### config.mk
export PLATFORM = sky130hd
export DESIGN_NAME = trx_pwr_seq
export DESIGN_NICKNAME = d
export VERILOG_FILES = /design/src/rtl/trx_pwr_seq_pkg.sv /design/src/rtl/trx_pwr_seq_timer.sv /design/src/rtl/trx_pwr_seq.sv
export SDC_FILE = /design/constraint.sdc
export NUM_CORES = 1
export LEC_CHECK = 0
export CAP_MARGIN = 5
export CELL_PAD_IN_SITES_DETAIL_PLACEMENT = 0
export CELL_PAD_IN_SITES_GLOBAL_PLACEMENT = 2
export CORE_MARGIN = 2
export CORE_UTILIZATION = 36
export CTS_CLUSTER_SIZE = 28
export DETAILED_ROUTE_END_ITERATION = 16
export GPL_ROUTABILITY_DRIVEN = 0
export GPL_TIMING_DRIVEN = 0
export PLACE_DENSITY = 0.86
export RECOVER_POWER = 25
export SYNTH_ARGS = -nofsm -noshare
export SYNTH_HDL_FRONTEND = slang
export SYNTH_SLANG_ARGS = --single-unit
### constraint.sdc
create_clock -name CLK -period 3.47 [get_ports CLK]
set_input_delay 0.5205 -clock CLK [delete_from_list [all_inputs] [get_ports CLK]]
set_output_delay 0.5205 -clock CLK [all_outputs]
set_load 0.01 [all_outputs]
### src/rtl/trx_pwr_seq_pkg.sv
// trx_pwr_seq_pkg: shared types and default timing for the RF
// front-end power-up sequencer.
package trx_pwr_seq_pkg;

  typedef enum logic [2:0] {
    ST_IDLE = 3'd0,
    ST_BIAS = 3'd1,
    ST_LOCK = 3'd2,
    ST_RUN  = 3'd3,
    ST_DOWN = 3'd4,
    ST_FAIL = 3'd5
  } state_e;

  typedef enum logic {
    OWN_RX = 1'b0,
    OWN_TX = 1'b1
  } owner_e;

  localparam int BIAS_CYC_DEF    = 50;
  localparam int LOCK_TO_CYC_DEF = 100;
  localparam int CNT_W_DEF       = 8;

endpackage

### src/rtl/trx_pwr_seq_timer.sv
// seq_timer: loadable down-counter that saturates at zero,
// shared by the bias-settle and lock-timeout phases.
module seq_timer #(
  parameter int CNT_W = 8
) (
  input  logic             clk,
  input  logic             rst,
  input  logic             load,
  input  logic [CNT_W-1:0] value,
  input  logic             dec,
  output logic             zero
);

  logic [CNT_W-1:0] cnt_q;
  logic [CNT_W-1:0] cnt_d;

  // load wins over decrement; hold at zero
  always_comb begin
    cnt_d = cnt_q;
    if (load) begin
      cnt_d = value;
    end else if (dec && (cnt_q != '0)) begin
      cnt_d = cnt_q - 1'b1;
    end
  end

  // counter register
  always_ff @(posedge clk or posedge rst) begin
    if (rst) begin
      cnt_q <= '0;
    end else begin
      cnt_q <= cnt_d;
    end
  end

  assign zero = (cnt_q == '0);

endmodule

### src/rtl/trx_pwr_seq.sv
// trx_pwr_seq: RX/TX power-up arbiter and bias/PLL sequencer.
// Define TRX_PWR_SEQ_LOCK_TIMEOUT_EN to enable lock timeout / FAIL.
module trx_pwr_seq
  import trx_pwr_seq_pkg::*;
#(
  parameter int BIAS_CYC    = BIAS_CYC_DEF,
  parameter int LOCK_TO_CYC = LOCK_TO_CYC_DEF,
  parameter int CNT_W       = CNT_W_DEF
) (
  input  logic CLK,
  input  logic RST,
  input  logic PU_RX,
  input  logic PU_TX,
  input  logic PLL_LOCK,
  output logic EN_BIAS,
  output logic EN_PLL,
  output logic EN_LNA,
  output logic EN_PA,
  output logic RDY_RX,
  output logic RDY_TX,
  output logic ERR
);

  localparam logic [CNT_W-1:0] BIAS_LD = CNT_W'(BIAS_CYC - 1);
  localparam logic [CNT_W-1:0] LOCK_LD = CNT_W'(LOCK_TO_CYC - 1);

  state_e state_q, state_d;
  owner_e owner_q, owner_d;
  owner_e last_q, last_d;

  logic en_bias_q, en_bias_d;
  logic en_pll_q, en_pll_d;
  logic en_lna_q, en_lna_d;
  logic en_pa_q, en_pa_d;
  logic rdy_rx_q, rdy_rx_d;
  logic rdy_tx_q, rdy_tx_d;
  logic err_q, err_d;

  logic             tmr_load;
  logic [CNT_W-1:0] tmr_value;
  logic             tmr_dec;
  logic             tmr_zero;
  logic             own_req;

  seq_timer #(
    .CNT_W (CNT_W)
  ) u_timer (
    .clk   (CLK),
    .rst   (RST),
    .load  (tmr_load),
    .value (tmr_value),
    .dec   (tmr_dec),
    .zero  (tmr_zero)
  );

  assign own_req = (owner_q == OWN_RX) ? PU_RX : PU_TX;

  // next-state, next-output and timer control
  always_comb begin
    state_d   = state_q;
    owner_d   = owner_q;
    last_d    = last_q;
    en_bias_d = en_bias_q;
    en_pll_d  = en_pll_q;
    en_lna_d  = en_lna_q;
    en_pa_d   = en_pa_q;
    rdy_rx_d  = rdy_rx_q;
    rdy_tx_d  = rdy_tx_q;
    err_d     = err_q;
    tmr_load  = 1'b0;
    tmr_value = '0;
    tmr_dec   = 1'b0;

    unique case (state_q)
      ST_IDLE: begin
        if (PU_RX || PU_TX) begin
          if (PU_RX && PU_TX) begin
            owner_d = (last_q == OWN_RX) ? OWN_TX : OWN_RX;
          end else begin
            owner_d = PU_RX ? OWN_RX : OWN_TX;
          end
          state_d   = ST_BIAS;
          en_bias_d = 1'b1;
          tmr_load  = 1'b1;
          tmr_value = BIAS_LD;
        end
      end

      ST_BIAS, ST_LOCK, ST_RUN: begin
        if (!own_req) begin
          state_d  = ST_DOWN;
          en_pll_d = 1'b0;
          en_lna_d = 1'b0;
          en_pa_d  = 1'b0;
          rdy_rx_d = 1'b0;
          rdy_tx_d = 1'b0;
        end else if (state_q == ST_BIAS) begin
          if (tmr_zero) begin
            state_d   = ST_LOCK;
            en_pll_d  = 1'b1;
            tmr_load  = 1'b1;
            tmr_value = LOCK_LD;
          end else begin
            tmr_dec = 1'b1;
          end
        end else if (state_q == ST_LOCK) begin
          if (PLL_LOCK) begin
            state_d = ST_RUN;
            if (owner_q == OWN_RX) begin
              en_lna_d = 1'b1;
              rdy_rx_d = 1'b1;
            end else begin
              en_pa_d  = 1'b1;
              rdy_tx_d = 1'b1;
            end
          end else begin
`ifdef TRX_PWR_SEQ_LOCK_TIMEOUT_EN
            if (tmr_zero) begin
              state_d = ST_FAIL;
              last_d  = owner_q;
            end else begin
              tmr_dec = 1'b1;
            end
`else
            tmr_dec = 1'b1;
`endif
          end
        end else if (!PLL_LOCK) begin
          state_d   = ST_LOCK;
          en_lna_d  = 1'b0;
          en_pa_d   = 1'b0;
          rdy_rx_d  = 1'b0;
          rdy_tx_d  = 1'b0;
          tmr_load  = 1'b1;
          tmr_value = LOCK_LD;
        end
      end

      ST_DOWN: begin
        state_d   = ST_IDLE;
        en_bias_d = 1'b0;
        last_d    = owner_q;
      end

      ST_FAIL: begin
`ifdef TRX_PWR_SEQ_LOCK_TIMEOUT_EN
        // first FAIL cycle shuts everything down and flags
        if (!err_q) begin
          err_d     = 1'b1;
          en_bias_d = 1'b0;
          en_pll_d  = 1'b0;
          en_lna_d  = 1'b0;
          en_pa_d   = 1'b0;
          rdy_rx_d  = 1'b0;
          rdy_tx_d  = 1'b0;
        end else if (!PU_RX && !PU_TX) begin
          state_d = ST_IDLE;
          err_d   = 1'b0;
        end
`else
        state_d = ST_IDLE;
`endif
      end

      default: begin
        state_d = ST_IDLE;
      end
    endcase
  end

  // sequencer state and registered outputs
  always_ff @(posedge CLK or posedge RST) begin
    if (RST) begin
      state_q   <= ST_IDLE;
      owner_q   <= OWN_TX;
      last_q    <= OWN_TX;
      en_bias_q <= 1'b0;
      en_pll_q  <= 1'b0;
      en_lna_q  <= 1'b0;
      en_pa_q   <= 1'b0;
      rdy_rx_q  <= 1'b0;
      rdy_tx_q  <= 1'b0;
      err_q     <= 1'b0;
    end else begin
      state_q   <= state_d;
      owner_q   <= owner_d;
      last_q    <= last_d;
      en_bias_q <= en_bias_d;
      en_pll_q  <= en_pll_d;
      en_lna_q  <= en_lna_d;
      en_pa_q   <= en_pa_d;
      rdy_rx_q  <= rdy_rx_d;
      rdy_tx_q  <= rdy_tx_d;
      err_q     <= err_d;
    end
  end

  assign EN_BIAS = en_bias_q;
  assign EN_PLL  = en_pll_q;
  assign EN_LNA  = en_lna_q;
  assign EN_PA   = en_pa_q;
  assign RDY_RX  = rdy_rx_q;
  assign RDY_TX  = rdy_tx_q;
  assign ERR     = err_q;

endmodule

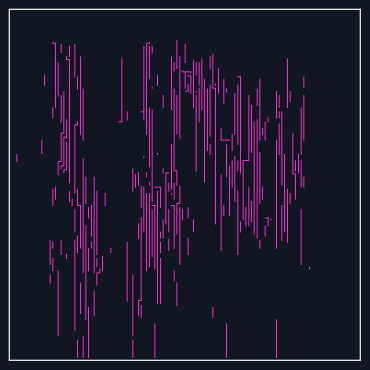
run_1/m2.png
Drawn at 6 px/um.
wire length on this layer = 1120 um
share of all routed wire = 48%
main direction = vertical
via count: 924
M2 GR Usage: 0.250
final WL: 2360 um

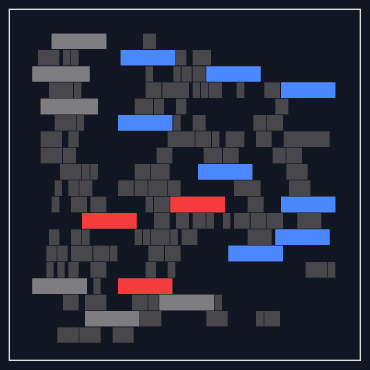
run_1/ff_map.png
Drawn at 6 px/um.
blue -> u_timer.cnt_q  # placed flops 8
red -> state_q  # placed flops 3
not colored = 6
Final Util: 0.440
register area: 428 um2

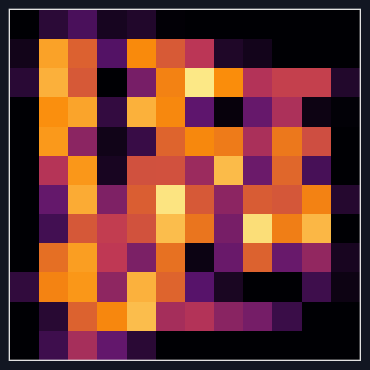
run_1/util_map.png
Drawn at 6 px/um. 12 x 12 tiles, from black (low) to pale yellow (high), 0 to 100% covered.
emptiest ninth of the die = lower right
mean over tiles = 35%
fullest tile = 95%
densest ninth of the die = center
nearly empty tiles = 25%
Core ar.: 2780 um2
initial cell density of the core: 0.381

==> CHANGELOG.md, run 1 <==
### Physical design

- Fmax: 433 MHz
- Slew Limit Fails: 0
- Routed Antenna Nets: 0
- Layout clock area frac: 0.0215
- PwrDens: roughly 650 nW/um2
- Congestion Overflow GR: 0
- Largest net degree at the start of global routing: 18
- RR Endpoint: u_timer.cnt_q[1]$_DFFE_PP0P_
- Fraction of area in registers: 0.349
- Worst R2R Start: u_timer.cnt_q[0]$_DFFE_PP0P_
- Yosys stat cell total: 114
- Port bufs: 10
- Syn. warnings: 0
- Pwr top: combinational logic
- Worst Skew: around 0.00063 ns
- Worst-margin pin slew: roughly 0.8 ns
- Hpwl dp: 1740 um
- Status: complete, no violations
- Yosys simple share: 0.250
- Antenna violations before repair: 0
- Num CTS Buffers: 3
- Top flop regs: u_timer.cnt_q: 8 flops, state_q: 3 flops
- FFs w/ async S/R, synth: 1.00
- Area leader, netlist: dfrtp_1
- Worst hold margin: 0.496 ns
- XOR-XNOR Cells, Area Fraction: 0.00826
- Crit path DAT: 2.53 ns
- Comb_multi_in: ~83
- Final std cells w/o fill: 159
- Final setup violating endpoints: 0
- Mux contribution to synthesized area: 0.0201
- Deepest clock path buffer count: 2
- Final hold violations: 0
- Well Taps: 31
- Placed inst area: around 1200 um2
- Drt wl/cell: between 10 and 15 um
- PostCTS Resize Cnt: 0
- Pleak: 0.475 nW
- Die area: 3390 um2
## run 1: per-layer routing
layer  wire [um]  GRT usage  part of all wire  vias to the layer above
met1        1110      0.207              0.47                      441
met2        1120      0.250              0.48                       22
met3          84     0.0246             0.036                        5
li1            -          -                 -                      456
met5           0          0                 0                        -
met4          38     0.0664             0.016                        0
## run 1: cells in the mapped netlist, types with 2 or more instances
cell type,count
inv_1,6
nor3b_1,2
nor3_1,2
dfrtp_1,15
o41ai_1,2
clkbuf_1,3
a21oi_1,3
buf_4,3
o21bai_1,2
a211o_1,2
nand2_1,9
or3_1,3
o31ai_1,4
nand4_1,4
a31oi_1,2
nor2b_1,2
ha_1,2
nand3_1,4
nor2_1,9
dfstp_2,2
o21ai_0,4
a211oi_1,5
or4_1,3
a21o_1,2
==> run 2: changes to the inputs <==
--- a/config.mk
+++ b/config.mk
@@ -9,12 +9,12 @@
 export CELL_PAD_IN_SITES_DETAIL_PLACEMENT = 0
 export CELL_PAD_IN_SITES_GLOBAL_PLACEMENT = 2
 export CORE_MARGIN = 2
-export CORE_UTILIZATION = 36
+export CORE_UTILIZATION = 34
 export CTS_CLUSTER_SIZE = 28
 export DETAILED_ROUTE_END_ITERATION = 16
 export GPL_ROUTABILITY_DRIVEN = 0
 export GPL_TIMING_DRIVEN = 0
-export PLACE_DENSITY = 0.86
+export PLACE_DENSITY = 0.82
 export RECOVER_POWER = 25
 export SYNTH_ARGS = -nofsm -noshare
 export SYNTH_HDL_FRONTEND = slang
==> constraint.sdc (replaced) <==
create_clock -name CLK -period 2.4 [get_ports CLK]
set_input_delay 0.36 -clock CLK [delete_from_list [all_inputs] [get_ports CLK]]
set_output_delay 0.36 -clock CLK [all_outputs]
set_load 0.01 [all_outputs]
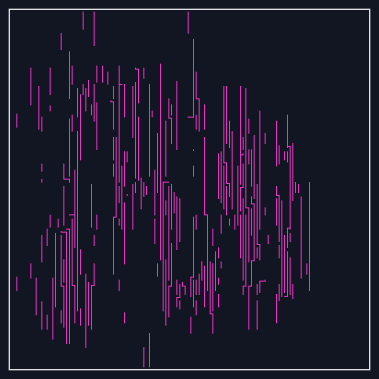
run_2/m2.png
Drawn at 6 px/um.
main direction = vertical
share of all routed wire = 51%

==> CHANGELOG.md, run 2 <==
### Physical design

- Final Util: 0.411 (-0.0296)
- Final WL: 2480 um (+5.3%)
- Register area: 428 um2 (unchanged)
- Final hold violations: 0 (unchanged)
- Routed Antenna Nets: 0 (unchanged)
- Die area: 3580 um2 (+5.5%)
- PwrDens: 944 nW/um2 (+46%)
- Pleak: 0.478 nW (+0.71%)
- Crit path DAT: 2.37 ns (-0.16 ns)
- Pwr top: combinational logic
- Drt wl/cell: 15.4 um (+4.0%)
- Layout clock area frac: 0.0223 (+0.000862)
- Initial cell density of the core: 0.353 (-0.0281)
- Num CTS Buffers: 3 (unchanged)
- Placed inst area: 1200 um2 (+0.21%)
- Yosys simple share: 0.250 (unchanged)
- Congestion Overflow GR: 0 (unchanged)
- Status: complete, no violations
- RR Endpoint: u_timer.cnt_q[3]$_DFFE_PP0P_
- Area leader, netlist: dfrtp_1
- Core ar.: 3000 um2 (+8.0%)
- Worst Skew: 0.00499 ns (+0.00437 ns)
- Yosys stat cell total: 114 (unchanged)
- Deepest clock path buffer count: 2 (unchanged)
-- run 2: cell counts after synthesis --
No cell type changed its count.
-- run 2: per-layer routing --
| layer | track usage | vias up | wire length, um |
|---|---|---|---|
| met2 | 0.292 | 10 | 1280 |
| li1 | - | 452 | - |
| met5 | 0 | - | 0 |
| met1 | 0.186 | 455 | 1120 |
| met3 | 0.0455 | 3 | 73 |
| met4 | 0.0349 | 0 | 9 |
-- run 2: what timing repair did --
| item | CTS | global route |
|---|---|---|
| resized | 0 | 1 |
| buffers inserted | 0 | 0 |
| setup endpoints to repair | 0 | 4 |
-- run 2: worst min-delay path, delay by kind of cell (launching register included) --
| kind | cells | cell delay, ns |
|---|---|---|
| flip-flops | 1 | 0.39 |
| buffers and inverters | 1 | 0.05 |
| AND-OR/OR-AND | 1 | 0.05 |
Power and IR drop assume default switching activity.
